Fig. 1: M3 wires
Drawn at 3 px/um.
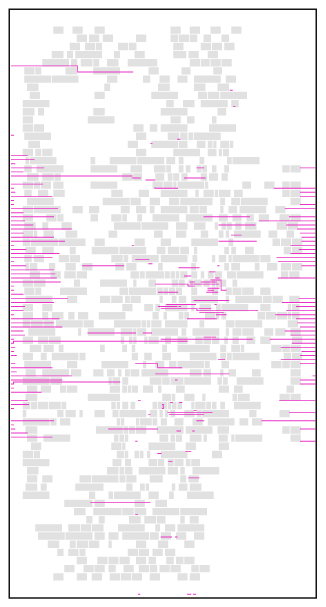
Fig. 2: layout detail
Region (51, 122) to (101, 172) um. Cells in grey, sequential cells in the stronger grey; small squares are vias.
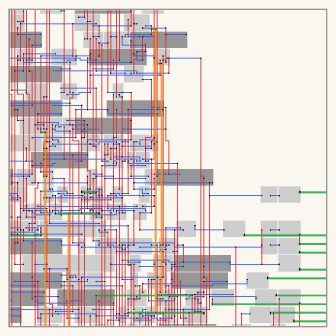
Fig. 3: clock routing
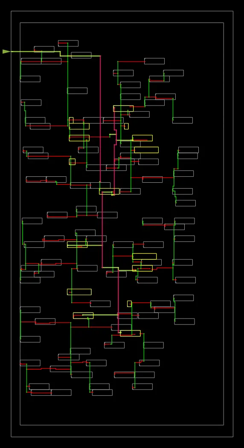
Fig. 4: M4 wires
Drawn at 2 px/um. Supply wires on this layer in grey.
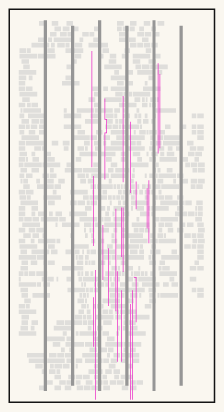
Fig. 5: ports around the boundary
Drawn at 2 px/um. Pins as bars across the die edge, other pins in grey.
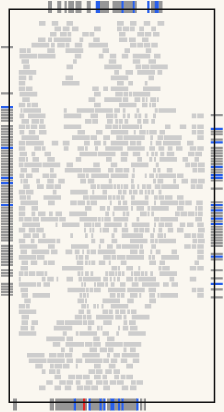
**config.mk**
```make
export PLATFORM = sky130hd
export DESIGN_NAME = instr_fetch_unit
export DESIGN_NICKNAME = d
export VERILOG_FILES = /design/src/rtl/instr_fetch_unit.sv
export SDC_FILE = /design/constraint.sdc
export NUM_CORES = 1
export LEC_CHECK = 0
export CAP_MARGIN = 25
export CORE_ASPECT_RATIO = 2
export CORE_MARGIN = 4
export CORE_UTILIZATION = 31
export DETAILED_ROUTE_END_ITERATION = 12
export GPL_TIMING_DRIVEN = 0
export PLACE_DENSITY = 0.69
export SYNTH_ARGS = -nofsm -noshare
export SYNTH_HDL_FRONTEND = slang
export SYNTH_SLANG_ARGS = --single-unit
export TNS_END_PERCENT = 5
```
**constraint.sdc**
```tcl
create_clock -name clk -period 4.15 [get_ports clk]
set_input_delay 1.0375 -clock clk [delete_from_list [all_inputs] [get_ports clk]]
set_output_delay 1.0375 -clock clk [all_outputs]
set_load 0.02 [all_outputs]
```
**src/rtl/instr_fetch_unit.sv**
```systemverilog
// instr_fetch_unit: IF-stage PC owner with one-outstanding-request imem fetch and redirect handling
module instr_fetch_unit #(
    parameter logic [31:0] RESET_PC  = 32'h0000_0000,
    parameter logic [31:0] NOP_INSTR = 32'h0000_0013
) (
    input  logic        clk,
    input  logic        reset,
    input  logic        StallF,
    input  logic        PCSrcE,
    input  logic [31:0] PCTargetE,
    output logic        imem_req_valid,
    input  logic        imem_req_ready,
    output logic [31:0] imem_req_addr,
    input  logic        imem_rsp_valid,
    input  logic [31:0] imem_rsp_data,
    output logic [31:0] PCF,
    output logic [31:0] PCPlus4F,
    output logic [31:0] InstrF,
    output logic        InstrValidF,
    output logic        FetchBusyF
);
    typedef enum logic [1:0] {S_REQ, S_WAIT, S_READY, S_DROP} state_t;

    state_t      state_q, state_d;
    logic [31:0] pc_q, pc_d;
    logic [31:0] instr_q, instr_d;
    logic [31:0] target_q, target_d;
    logic [31:0] tgt;

    assign tgt            = PCTargetE & ~32'h3;
    assign PCF            = pc_q;
    assign PCPlus4F       = pc_q + 32'd4;
    assign imem_req_addr  = pc_q;
    assign imem_req_valid = state_q == S_REQ;
    assign InstrValidF    = state_q == S_READY;
    assign FetchBusyF     = ~InstrValidF;
    assign InstrF         = InstrValidF ? instr_q : NOP_INSTR;

    // next-state: redirect beats stall everywhere; a response owed to a stale PC is swallowed in DROP
    always_comb begin
        state_d  = state_q;
        pc_d     = pc_q;
        instr_d  = instr_q;
        target_d = target_q;
        case (state_q)
            S_REQ: begin
                if (PCSrcE && imem_req_ready) begin
                    target_d = tgt;
                    state_d  = S_DROP;
                end else if (PCSrcE) begin
                    pc_d = tgt;
                end else if (imem_req_ready) begin
                    state_d = S_WAIT;
                end
            end
            S_WAIT: begin
                if (PCSrcE && imem_rsp_valid) begin
                    pc_d    = tgt;
                    state_d = S_REQ;
                end else if (PCSrcE) begin
                    target_d = tgt;
                    state_d  = S_DROP;
                end else if (imem_rsp_valid) begin
                    instr_d = imem_rsp_data;
                    state_d = S_READY;
                end
            end
            S_READY: begin
                if (PCSrcE) begin
                    pc_d    = tgt;
                    state_d = S_REQ;
                end else if (!StallF) begin
                    pc_d    = PCPlus4F;
                    state_d = S_REQ;
                end
            end
            default: begin
                if (PCSrcE && imem_rsp_valid) begin
                    pc_d    = tgt;
                    state_d = S_REQ;
                end else if (PCSrcE) begin
                    target_d = tgt;
                end else if (imem_rsp_valid) begin
                    pc_d    = target_q;
                    state_d = S_REQ;
                end
            end
        endcase
    end

    // state registers with asynchronous reset
    always_ff @(posedge clk or posedge reset) begin
        if (reset) begin
            state_q  <= S_REQ;
            pc_q     <= RESET_PC;
            instr_q  <= NOP_INSTR;
            target_q <= 32'h0;
        end else begin
            state_q  <= state_d;
            pc_q     <= pc_d;
            instr_q  <= instr_d;
            target_q <= target_d;
        end
    end
endmodule

```
==> qor.tcl <==
set qor(synth_async_sr_flop_share) 1.00
set qor(cts.htree.levels) 3
set qor(cp.required_ns) 3.11
set qor(clk_path_buf_depth) 2
set qor(top_cell_area_share) 0.417
set qor(hold-worst-slack_ns) 0.497
set qor(period_needed_ns) 4.02
set qor(yosysWarnings) 0
set qor(clkSlewWorstSetupHoldPaths_ns) 0.07
set qor(dpl.cell_count) 929
set qor(slew-limit-headroom) 0.361
set qor(grt_start_max_net_pins) 52
set qor(fp_util) 0.316
set qor(synth_seq_share) 0.431
set qor(hold_bufs_inserted_after_cts) 0
set qor(critical_path.startpoint_type) {flip-flop}
set qor(holdCritPathClass) {flip-flop to flip-flop}
set qor(detail_route.wl_per_cell_um) 19.5
set qor(antenna_found_initial) 2
set qor(drt-vias-per-instance) 5.21
set qor(clk_latency_ns) 0.34
set qor(cts.sinks) 94
set qor(utilization) 0.467
set qor(die-area_um2) 19900
set qor(io_buffers) 192
set qor(topCellsByArea) {dfrtp_1 42%, mux2_2 13%, buf_4 5.8%, and2_1 3.3%, o21ai_0 3.1%}
set qor(syn-instance-count) 521
set qor(end_kind) {output port}
set qor(power_density_nw_per_um2) 800
set qor(postRouteAntennaNets) 0
set qor(warnings) 28
set qor(fin_skew_ns) 0.00535
set qor(ctsRootBufferMaster) {clkbuf_16}
set qor(distinct_cell_type_count_after_synthesis) 58
set qor(synth_chip_area_um2) 5460
set qor(synth_area_um2) 5460
set qor(row_count) 68
set qor(layout_top_cell_excl_fill_tap) {clkdlybuf4s50_1}
set qor(critPathMaxFanout) 8
set qor(placeableCoreArea_um2) 17300
set qor(layout-drive-gt1-share) 0.214
set qor(rsz0062_at_grt) {no}
set qor(largest_area_cell) {dfrtp_1}
set qor(cts_tree) {yes}
set qor(outcome) {complete, no violations}
set qor(overall_power_w) 0.00646
set qor(design.final.nets) 804
set qor(cap_violations) 0
set qor(path_class) {flip-flop to output port}
set qor(hpwlAfterDp_um) 14600
set qor(regToRegStartpoint) {PCF[2]$_DFFE_PP0P_}
set qor(cp_data_arrival_time_ns) 2.98
set qor(instances_no_fill) 951
set qor(grt_pass1_vias) 5169
set qor(drt_first_pass_iters) 5
set qor(syn_avg_cell_area_um2) 10.5
set qor(layout_top_cells) {191 x clkdlybuf4s50_1, 91 x dfrtp_1, 64 x mux2_2}
set qor(enable_flop_cells) 0
set qor(max_freq_mhz) 249
About Fig. 1:
wire length on this layer: 1,430 um
nets with wire on the layer: 152
share of all routed wire: 7.7%
longest straight run: 58.0 um
main direction: horizontal
final routed wirelength across all metal layers: 18,500 um
total via count after detailed routing: 4,955
met3 track demand over resource: 0.0491

About Fig. 2:
legend:
  metal 2:
    colour: red
  metal 3:
    colour: green
  metal 1:
    colour: blue
  metal 4:
    colour: orange
most frequent: dfrtp_1 (15), clkdlybuf4s50_1 (13), mux2_2 (9)
netlist names of flops here include: target_q (8), PCF (7)
cells with their middle in the window: 99
sequential cells in the window: 15

About Fig. 3:
number of buffers added by the clock tree synthesis step: 9
Clock Power: 0.000951 W

About Fig. 4:
nets with wire on the layer: 18
longest straight run: 64.6 um
wire length on this layer: 817 um
main direction: vertical

About Fig. 5:
legend:
  imem_rsp_valid:
    colour: red
    pins: 1
    direction: input
    edge: bottom
  PCPlus4F:
    colour: blue
    pins: 32
    direction: output
    edge: 11 right, 9 bottom, 7 top, 5 left
Die W: 102 um
vertical die dimension: 196 um

## flip-flops by register name (all words and copies together), names as in the netlist
name	flops
target_q	30
instr_q	32
PCF	30
state_q	2
## synthesized netlist by cell type (2+ instances only)
cell type	instances
o2bb2ai_1	5
nor4_4	2
nor2_1	23
a22o_1	13
a221oi_1	2
dfstp_2	3
xnor2_1	17
nand4_1	9
nand3_1	10
nor4_1	5
a222oi_1	7
xor2_1	11
and4_1	2
dfrtp_1	91
and3_2	2
a22oi_1	9
o41ai_1	3
o211ai_1	3
and3_1	4
o21ai_0	34
mux2i_1	11
mux2_2	64
o21a_1	2
a31oi_1	9
clkbuf_1	10
nor2b_1	3
and2_1	29
buf_2	16
nand2_1	19
o22ai_1	3
nor3_1	5
inv_1	8
a21oi_1	12
o31a_1	2
buf_4	42
or2_1	2
nand2b_1	4
a41oi_1	2
o21ai_1	4
## logic make-up after synthesis
group	after synthesis	share of synthesized area
simple gates	125	0.133
compound gates	119	0.149
flops	94	0.431
buf+inv	78	0.0861
mux	75	0.152
xor+xnor	28	0.0449
fa+ha+maj	1	0.00229
other cells	1	0.000686
## power by group
part           switching [W]  internal, W
sequential          0.000440      0.00139
clock               0.000365     0.000586
combinational        0.00182      0.00185
total                0.00263      0.00383
## stage by stage
step | TNS (ns) | instance area, um2
2_1_floorplan | 0 | 5480
3_3_place_gp | -97.96 | 7670
3_5_place_dp | 0 | 7700
4_1_cts | 0 | 8060
5_1_grt | 0 | 8070
6_report | 0 | 8070
## layer usage
layer	routed length, um	part of all wire	global-route usage
met1	6180	0.33	0.181
met2	10100	0.55	0.344
met3	1430	0.077	0.0491
met4	816	0.044	0.0929
met5	0	0	0
## final timing paths
check | end | slack (ns) | depth (start not counted)
setup / recovery | PCPlus4F[23] | 0.13 | 6
hold / removal | instr_q[3]$_DFFE_PP0P_ | 0.50 | 1
setup reg to reg | PCF[24]$_DFFE_PP0P_ | 1.83 | 6
hold reg to reg | instr_q[3]$_DFFE_PP0P_ | 0.50 | 1
max in group asynchronous | target_q[8]$_DFFE_PP0P_ | 2.37 | 3
min in group asynchronous | instr_q[24]$_DFFE_PP0P_ | 1.12 | 2
## timing repair
action                     4_1_cts  5_1_grt
setup endpoints to repair        3       13
setup buffers                    3        0
gates resized                    0        3
pin swaps                        1        1
## cell type report
class / count / area (um2)
antenna: 3 / 7.51
buffer: 69 / 438
clock buffer: 9 / 225
clock inverter: 7 / 113
fill: 1638 / 9200
inverter: 9 / 36.3
multi-input combinational: 354 / 2660
sequential: 94 / 2360
tap: 210 / 263
timing repair buffer: 196 / 1970
## worst max-delay path: stages (launching register included)
cell,delay (ns)
dfrtp_1,0.65
and3_2,0.34
nand4_1,0.16
nor2_1,0.48
nand2_1,0.13
xnor2_1,0.21
clkdlybuf4s50_1,0.65
Power is estimated from default activity; no workload was simulated.
